File: src/rtl/button_conditioner_pkg.sv
// Shared constants and state encodings for the push-button conditioner.
package button_conditioner_pkg;

  localparam int CLK_HZ                  = 100_000_000;
  localparam int DEF_SYNC_STAGES         = 2;
  localparam int DEF_DEBOUNCE_CYCLES     = 1_000_000;  // 10 ms at CLK_HZ
  localparam int DEF_DB_W                = 20;
  localparam int DEF_REPEAT_DELAY        = 30;
  localparam int DEF_REPEAT_RATE         = 4;
  localparam int DEF_RPT_W               = 8;

  // Debounce states; the encoding is visible on the debug state output.
  typedef enum logic [1:0] {
    ST_STABLE_LO = 2'd0,
    ST_CHK_HI    = 2'd1,
    ST_STABLE_HI = 2'd2,
    ST_CHK_LO    = 2'd3
  } db_state_t;

  // Auto-repeat pacing: first gap is the long delay, later gaps the short rate.
  typedef enum logic {
    PH_DELAY = 1'b0,
    PH_RATE  = 1'b1
  } rpt_phase_t;

endpackage

File: src/rtl/button_conditioner_chan.sv
// One button channel: input synchroniser, debounce FSM, edge pulses and
// tick-paced auto-repeat. All pulse outputs are registered one-clock strobes.
module btn_debounce_chan
  import button_conditioner_pkg::*;
#(
  parameter int SYNC_STAGES     = DEF_SYNC_STAGES,
  parameter int DEBOUNCE_CYCLES = DEF_DEBOUNCE_CYCLES,
  parameter int DB_W            = DEF_DB_W,
  parameter int REPEAT_DELAY    = DEF_REPEAT_DELAY,
  parameter int REPEAT_RATE     = DEF_REPEAT_RATE,
  parameter int RPT_W           = DEF_RPT_W
) (
  input  logic       clk,
  input  logic       reset,
  input  logic       tick,
  input  logic       raw,
  output logic       level,
  output logic       press,
  output logic       releaseP,
  output logic       repeatP,
  output logic [1:0] state
);

  localparam logic [DB_W-1:0]  DB_LAST     = DB_W'(DEBOUNCE_CYCLES - 1);
  localparam logic [RPT_W-1:0] RPT_DELAY_V = RPT_W'(REPEAT_DELAY);
  localparam logic [RPT_W-1:0] RPT_RATE_V  = RPT_W'(REPEAT_RATE);

  logic [SYNC_STAGES-1:0] sync_q;
  logic                   s;

  db_state_t        cur_state, nxt_state;
  logic [DB_W-1:0]  cnt, cnt_next;
  logic             level_next, press_next, rel_next;

  logic [RPT_W-1:0] rcnt, rcnt_next, rcnt_inc, rpt_limit;
  rpt_phase_t       phase, phase_next;
  logic             rpt_next;

  assign s     = sync_q[SYNC_STAGES-1];
  assign state = cur_state;

  // Synchronise the asynchronous pin; nothing downstream looks at raw.
  always_ff @(posedge clk or posedge reset) begin
    if (reset) sync_q <= '0;
    else       sync_q <= {sync_q[SYNC_STAGES-2:0], raw};
  end

  // Debounce next-state: a level flips only after an unbroken run of
  // disagreeing samples; any agreeing sample abandons the check silently.
  always_comb begin
    nxt_state  = cur_state;
    cnt_next   = cnt;
    level_next = level;
    press_next = 1'b0;
    rel_next   = 1'b0;
    case (cur_state)
      ST_STABLE_LO: if (s) begin
        nxt_state = ST_CHK_HI;
        cnt_next  = '0;
      end
      ST_CHK_HI: begin
        if (!s) nxt_state = ST_STABLE_LO;
        else if (cnt == DB_LAST) begin
          nxt_state  = ST_STABLE_HI;
          level_next = 1'b1;
          press_next = 1'b1;
        end else cnt_next = cnt + DB_W'(1);
      end
      ST_STABLE_HI: if (!s) begin
        nxt_state = ST_CHK_LO;
        cnt_next  = '0;
      end
      ST_CHK_LO: begin
        if (s) nxt_state = ST_STABLE_HI;
        else if (cnt == DB_LAST) begin
          nxt_state  = ST_STABLE_LO;
          level_next = 1'b0;
          rel_next   = 1'b1;
        end else cnt_next = cnt + DB_W'(1);
      end
    endcase
  end

  assign rcnt_inc  = rcnt + RPT_W'(1);
  assign rpt_limit = (phase == PH_DELAY) ? RPT_DELAY_V : RPT_RATE_V;

  // Repeat pacing. The counter is cleared on the edge that presses or releases,
  // so a tick on a release edge, or during the press pulse clock, never counts.
  always_comb begin
    rcnt_next  = rcnt;
    phase_next = phase;
    rpt_next   = 1'b0;
    if (!level_next || press_next) begin
      rcnt_next  = '0;
      phase_next = PH_DELAY;
    end else if (!press && tick) begin
      if (rcnt_inc == rpt_limit) begin
        rpt_next   = 1'b1;
        rcnt_next  = '0;
        phase_next = PH_RATE;
      end else begin
        rcnt_next = rcnt_inc;
      end
    end
  end

  // State, counters and registered outputs.
  always_ff @(posedge clk or posedge reset) begin
    if (reset) begin
      cur_state <= ST_STABLE_LO;
      cnt       <= '0;
      level     <= 1'b0;
      press     <= 1'b0;
      releaseP  <= 1'b0;
      repeatP   <= 1'b0;
      rcnt      <= '0;
      phase     <= PH_DELAY;
    end else begin
      cur_state <= nxt_state;
      cnt       <= cnt_next;
      level     <= level_next;
      press     <= press_next;
      releaseP  <= rel_next;
      repeatP   <= rpt_next;
      rcnt      <= rcnt_next;
      phase     <= phase_next;
    end
  end

endmodule

File: src/rtl/button_conditioner.sv
// Push-button conditioner: NUM_BTN independent debounce/repeat channels.
// The release pulse port is named releaseP because "release" is a reserved word.
module button_conditioner
  import button_conditioner_pkg::*;
#(
  parameter int NUM_BTN         = 2,
  parameter int SYNC_STAGES     = DEF_SYNC_STAGES,
  parameter int DEBOUNCE_CYCLES = DEF_DEBOUNCE_CYCLES,
  parameter int DB_W            = DEF_DB_W,
  parameter int REPEAT_DELAY    = DEF_REPEAT_DELAY,
  parameter int REPEAT_RATE     = DEF_REPEAT_RATE,
  parameter int RPT_W           = DEF_RPT_W
) (
  input  logic                   clk,
  input  logic                   reset,
  input  logic                   tick,
  input  logic [NUM_BTN-1:0]     btnRaw,
  output logic [NUM_BTN-1:0]     level,
  output logic [NUM_BTN-1:0]     press,
  output logic [NUM_BTN-1:0]     releaseP,
  output logic [NUM_BTN-1:0]     repeatP,
  output logic [2*NUM_BTN-1:0]   dbg_state
);

  // One self-contained channel per button; no shared state between them.
  for (genvar i = 0; i < NUM_BTN; i++) begin : g_chan
    btn_debounce_chan #(
      .SYNC_STAGES    (SYNC_STAGES),
      .DEBOUNCE_CYCLES(DEBOUNCE_CYCLES),
      .DB_W           (DB_W),
      .REPEAT_DELAY   (REPEAT_DELAY),
      .REPEAT_RATE    (REPEAT_RATE),
      .RPT_W          (RPT_W)
    ) u_chan (
      .clk     (clk),
      .reset   (reset),
      .tick    (tick),
      .raw     (btnRaw[i]),
      .level   (level[i]),
      .press   (press[i]),
      .releaseP(releaseP[i]),
      .repeatP (repeatP[i]),
      .state   (dbg_state[2*i +: 2])
    );
  end

endmodule

File: config.mk
export PLATFORM = sky130hd
export DESIGN_NAME = button_conditioner
export DESIGN_NICKNAME = d
export VERILOG_FILES = /design/src/rtl/button_conditioner_pkg.sv /design/src/rtl/button_conditioner_chan.sv /design/src/rtl/button_conditioner.sv
export SDC_FILE = /design/constraint.sdc
export NUM_CORES = 1
export LEC_CHECK = 0
export ABC_CLOCK_PERIOD_IN_PS = 4300
export CAP_MARGIN = 40
export CORE_MARGIN = 8
export CORE_UTILIZATION = 50
export CTS_CLUSTER_SIZE = 8
export DETAILED_ROUTE_END_ITERATION = 7
export PLACE_DENSITY = 0.74
export SETUP_SLACK_MARGIN = 0.02
export SKIP_LAST_GASP = 1
export SLEW_MARGIN = 20
export SYNTH_ARGS = -nofsm -noshare
export SYNTH_HDL_FRONTEND = slang
export SYNTH_SLANG_ARGS = --single-unit
File: constraint.sdc
create_clock -name clk -period 4.3 [get_ports clk]
set_clock_uncertainty 0.15 [all_clocks]
set_input_delay 0.86 -clock clk [delete_from_list [all_inputs] [get_ports clk]]
set_output_delay 0.86 -clock clk [all_outputs]
set_load 0.05 [all_outputs]
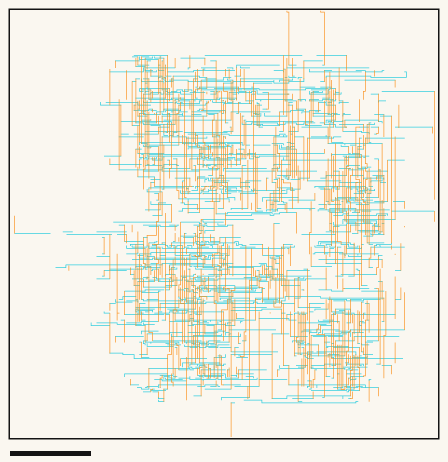
Figure 1: run 1, metal layers overlaid.
Bar = 20 µm. Only two layers are drawn.
legend:
  cyan:
    layer: M1
    wire_length: 4,100 µm
  orange:
    layer: M2
    wire_length: 3,850 µm
total routed wirelength: 8400 µm
average wire length per cell after detail routing: 15.7 µm

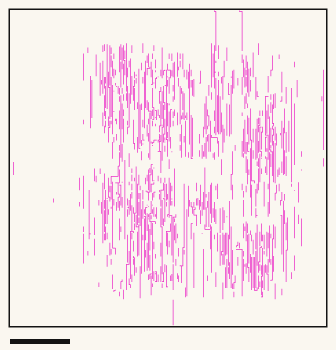
Figure 2: run 1, the metal 2 layer.
Bar = 20 µm.
nets with wire on the layer: 364
share of all routed wire: 46%
main direction: vertical
longest straight run: 31.3 µm
wire length on this layer: 3,850 µm
count of vias placed by the detailed router: 3,209
met2 usage: 23.3%

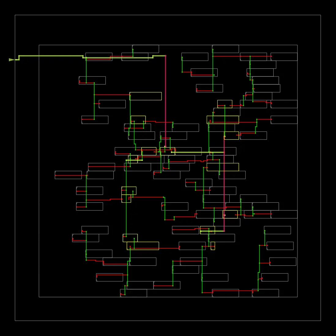
Figure 3: run 1, the clock network.
clock network power consumption: 0.710 mW
number of clock buffers in the layout: 10
flop count: 74
number of buffers inserted during clock tree synthesis: 9

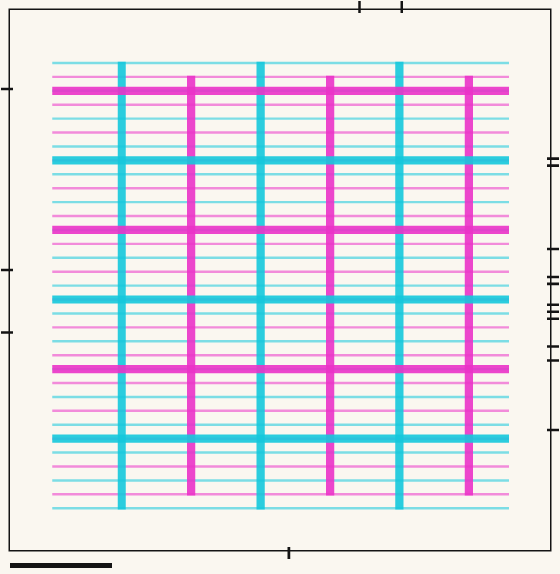
Figure 4: run 1, floorplan with the power grid.
Bar = 20 µm. Pins as bars on the die edge.
legend:
  magenta:
    net: VDD
  cyan:
    net: VSS
met4 straps: 6
signal pins: 17
rows: 32
met1 rails: 33
met5 straps: 6
maximum vdd drop: 0.000166 V
Std-Cell Core Area: 0.00777 mm²

==> notes.md, run 1 <==
Implementation numbers.

- The number of violations of the max-capacitance limit is 0.
- The register with the most flip-flops in the layout has 40 of them.
- The accumulated negative setup slack is 0 ns.
- The total of fill cells in the finished design is 676.
- Excluding fillers, the count of instances in the completed layout stands at 536.
- The most critical setup path has its endpoint at dbg_state[1].
- The inverter count of the layout excluding clock inverters is 14.
- Cells fill 57.7% of the core in the end.
- The total area of multi-input combinational cells is 0.00196 mm².
- The highest metal layer carrying signal wires in the routed design is met4.
- The hold path endpoint is g_chan[1].u_chan.sync_q[1].
- Once the clock tree was built, the setup fixing pass inserted 0 buffers.
- Entering global routing, the biggest net connects 33 pins.
- In the final report, the number of endpoints failing setup comes to 0.
- The minimum hold slack is 0.201 ns.
- The area figure in the yosys stat output is 0.00401 mm².
- The met1 track demand over resource in global routing is 21.9%.
- The area share of and-or/or-and cells after synthesis is 13.4%.
- The first-iteration detailed-routing DRC count is 360.
- Routability-driven placement finished with a final weighted congestion of 0.851.
- The actual transition at the worst max-transition pin is 0.713 ns.
- The total cells reported by yosys after synthesis is 420.
- During synthesis, Yosys emitted a total of 0 warnings.
- The initial antenna violation count was 0.
- STA lists the maximum fanout along the critical path as 7.
- The worst path buffer plus inverter count is 1.
- For this run, the script counts the antenna cells in the layout as 0.
- The leading cell category by total area is combinational gates.
- The tapcell count is 102.
- The global-route wire length before repair is 14,500 µm.
- The run finished with clean final reports.
- The synthesized instance count is 420.
- The final timing report derives a shortest allowable period of 2.71 ns.
- The group drawing the most power is registers.
- Counting instances in the post-synthesis netlist gives the leading cell types as dfrtp_1 (74), nand2_1 (40), nor2_1 (38).
- The longest incremental delay of any stage on the critical path is reported as 0.86 ns.
- The CTS tree is built.
- Yosys mapped a number of flops with a built-in enable equal to 0.
- The count of cells resized by post-cts repair is 0.
- The number of optimization iterations in the first detailed-route pass is 5.
- The analysis attributes to net switching a power of 0.318 mW.
- The cell with the biggest individual delay on the critical path is clkdlybuf4s50_1.
- The post-detailed-route DRC marker count is 0.
- Measured against its own limit, the worst slew margin works out to 52.1%.
- The power in sequential cells is 0.717 mW.
- The adder-cell area share of the yosys netlist is 1.25%.
- The overall global routing resource usage is 15.5%.
- The startpoint type of the worst setup path is a flop.
- The highest clock frequency the design can meet is 370 MHz.
- The root buffer cell is clkbuf_8.
- The largest register by flop count is g_chan.u_chan.cnt.
- STA reports the tightest min-delay check as being of type flop to flop.
- The y dimension of the die is 106 µm.
- The number of global-route vias before repair is 3,009.
==> run 1 -> run 2 <==
ABC_CLOCK_PERIOD_IN_PS = 2400   (was 4300)
PLACE_DENSITY = 0.76   (was 0.74)
clock period = 2.4 ns   (was 4.3 ns; I/O delays follow)
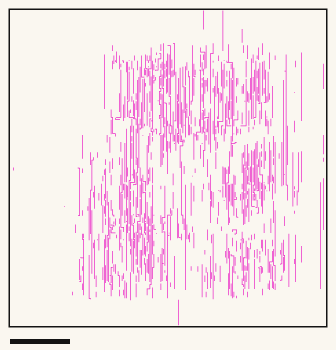
Figure 5: run 2, the metal 2 layer.
Bar = 20 µm.
met2 usage: 24.1%
count of vias placed by the detailed router: 3,276

==> notes.md, run 2 <==
Implementation numbers.

- In the global route stage, overall resource usage came out at 16.2%.
- The register name with the most flops is g_chan.u_chan.cnt.
- Summing the areas of all compound-gate instances in the mapped netlist gives 13.4% of the synthesized area.
- The post-detailed-route DRC marker count is 0.
- The total area of multi-input combinational cells is 0.00198 mm².
- The number of endpoints failing setup at the final stage is 0.
- The total CTS buffers is 9.
- Per the post-run analysis, buffers plus inverters along the critical path come to 1.
- The pin closest to its max-slew limit shows a slew of 0.583 ns.
- met1 track demand over resource after global routing is 22.2%.
- The antenna diode instance count is 0.
- The cell with the biggest individual delay on the critical path is clkdlybuf4s50_1.
- The vertical die dimension reported for this design is 106 µm.
- The final layout report lists a clock buffer count of 10.
- The final routed wire length divided by cell count is 15.9 µm.
- The pin count of the biggest net entering global routing is 31.
- The adder-cell area share of the yosys netlist is 1.25%.
- The total cells reported by yosys after synthesis is 420.
- The run finished with clean final reports.
- The top metal layer carrying routed signals is met4.
- According to the report, the first pass of detailed routing completed in 5 iterations.
- The overall routed net length is 8830 µm.
- In this run the power spent charging and discharging nets is 0.563 mW.
- By count the netlist is led by dfrtp_1 (74), nand2_1 (40), nor2_1 (38).
- The first-iteration detailed-routing DRC count is 330.
- Per the power-grid run, VDD falls by no more than 0.000246 V.
- Leaving out the clock tree, the finished layout contains an inverter count of 14.
- The headroom to the max-slew limit is 60.6%.
- The highest clock frequency the design can meet is 428 MHz.
- The number of violations of the max-capacitance limit is 0.
- The group drawing the most power is registers.
- Fill cells in the final layout number 639.
- Per the gpl log, the routability congestion estimate is 0.894.
- At the end of the flow the core is filled with cells to 60.0%.
- Looking at the hold checks, the worst path lands on g_chan[1].u_chan.sync_q[1].
- The initial antenna violation count is 0.
- The post-layout minimum cycle time is 2.33 ns.
- The area figure in the yosys stat output is 0.00401 mm².
==> run 2 -> run 3 <==
ABC_CLOCK_PERIOD_IN_PS = unset   (was 2400)
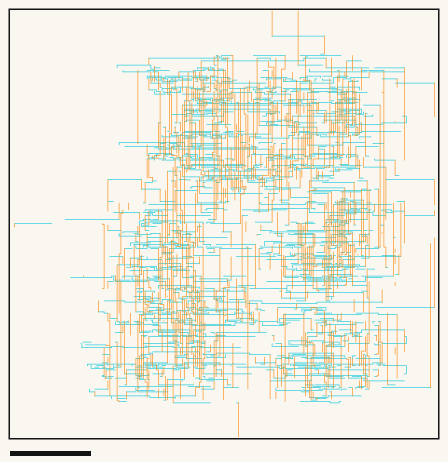
Figure 6: run 3, metal layers overlaid.
Bar = 20 µm. Only two layers are drawn.
legend:
  orange:
    layer: M2
    wire_length: 4,030 µm
  cyan:
    layer: M1
    wire_length: 4,130 µm
total routed wirelength: 8830 µm
GRT Overall Usage: 16.2%
average wire length per cell after detail routing: 15.9 µm

==> notes.md, run 3 <==
Implementation numbers.

- The run finished with clean final reports.
- In the hold report, the worst path ends at g_chan[1].u_chan.sync_q[1].
- The worst-case max-slew headroom was logged as 60.6%.
- The post-CTS repair timing setup buffer count is 0.
- Together, buffers and inverters on the worst path number 1.
- The root buffer cell is clkbuf_8.
- The actual transition at the worst max-transition pin is 0.583 ns.
- Counting flops with a built-in enable in the synthesized netlist gives 0.
- The synthesized netlist handed to floorplanning was reported with a cell count of 420.
- The leading cell category by total area is combinational gates.
- The largest share of the power goes to registers.
- The post-route non-filler standard cell count is 557.
- The clock-net power is 1.25 mW.
- The report puts the hold buffer count at CTS at 0.
- According to the Yosys statistics, the synthesized design has a chip area of 0.00401 mm².
- The critical path ends at dbg_state[3].
- The area share of and-or/or-and cells after synthesis is 13.4%.
- The register with the most flip-flops in the layout has 40 of them.
- The path type of the worst min-delay path is flop to flop.
- The number of global-route vias before repair is 3,030.
- The detailed router used layers up to and including met4.
- The summed area of non-filler cells in the final layout is 0.00466 mm².
- Along the worst path, the maximum fanout reaches 7.
- The count of warnings emitted by yosys is 0.
- The routed design could run at a clock period as short as 2.33 ns.
- The accumulated negative setup slack is 0 ns.
- Fill cells in the final layout number 639.
- The last timing report of the flow puts the setup violation total at 0.
- Once iteration 0 of detailed routing completed, the report listed 330 DRC markers.
- Per the cell usage report, the commonest logic cells after layout are dfrtp_1 (74), nand2_1 (40), nor2_1 (38), xor2_1 (26), buf_4 (25).
- The initial antenna violation count is 0.
- Counting flops per register, the top entry is g_chan.u_chan.cnt.
- The biggest cell delay along the critical path is 0.86 ns.
- The met2 usage in global routing is 24.1%.
- The minimum hold slack is 0.227 ns.
- By count the netlist is led by dfrtp_1 (74), nand2_1 (40), nor2_1 (38).
- The adder-cell area share of the yosys netlist is 1.25%.
- Derived from the worst setup path, the maximum achievable clock frequency is 428 MHz.
- The final RePlAce weighted congestion is 0.894.
- The total CTS buffers is 9.
- The number of distinct standard cells referenced by the synthesized netlist is 59.
- The vias after detailed routing is 3,276.
- The flow inserted 102 tap cells.
- Power attributed to sequential cells is 1.28 mW.
- The design has 74 sequential cells.
- The H-tree level count is 3.
- The startpoint type of the worst setup path is a flop.
- Looking at the VDD voltage map, the peak drop is 0.000246 V.
- The post-detailed-route DRC marker count is 0.
- The number of antenna diodes in the final layout is 0.
- The switching power is 0.563 mW.
- TritonCTS built the clock tree.
- Per the timing report, the most critical flop-to-flop path finishes at g_chan[1].u_chan.rcnt[2].
- The total cells reported by yosys after synthesis is 420.
- On met1, the global router reports a usage of 22.2%.
- The area taken by multi-input combinational cells is reported as 0.00198 mm².
- For this design, the slowest cell found on the critical path is clkdlybuf4s50_1.
- The total area inside the core boundary comes to 0.00777 mm².
- The kind of critical path is flop to primary output.
- The number of violations of the max-capacitance limit is 0.

## Gallery

The metal 3 layer.
panel A
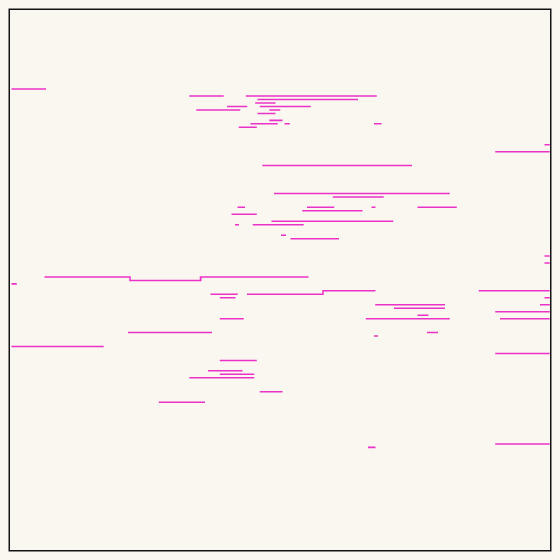
panel B
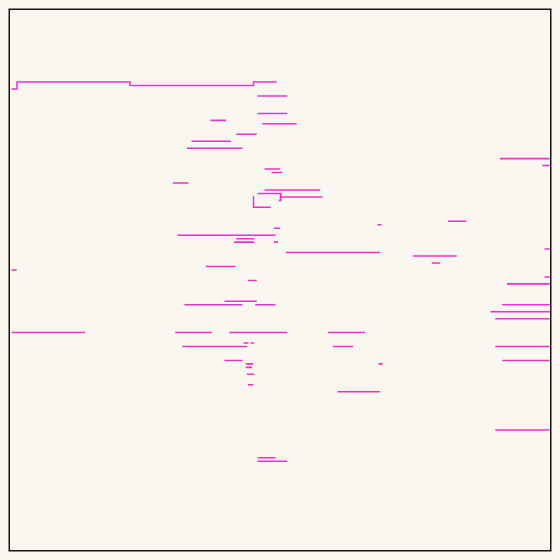
Run 2 is panel A.
Run 1 is panel B.

Key to panel B:
wire length on this layer: 380 µm
main direction: horizontal
nets with wire on the layer: 47
longest straight run: 24.1 µm

Power and IR drop assume default switching activity.
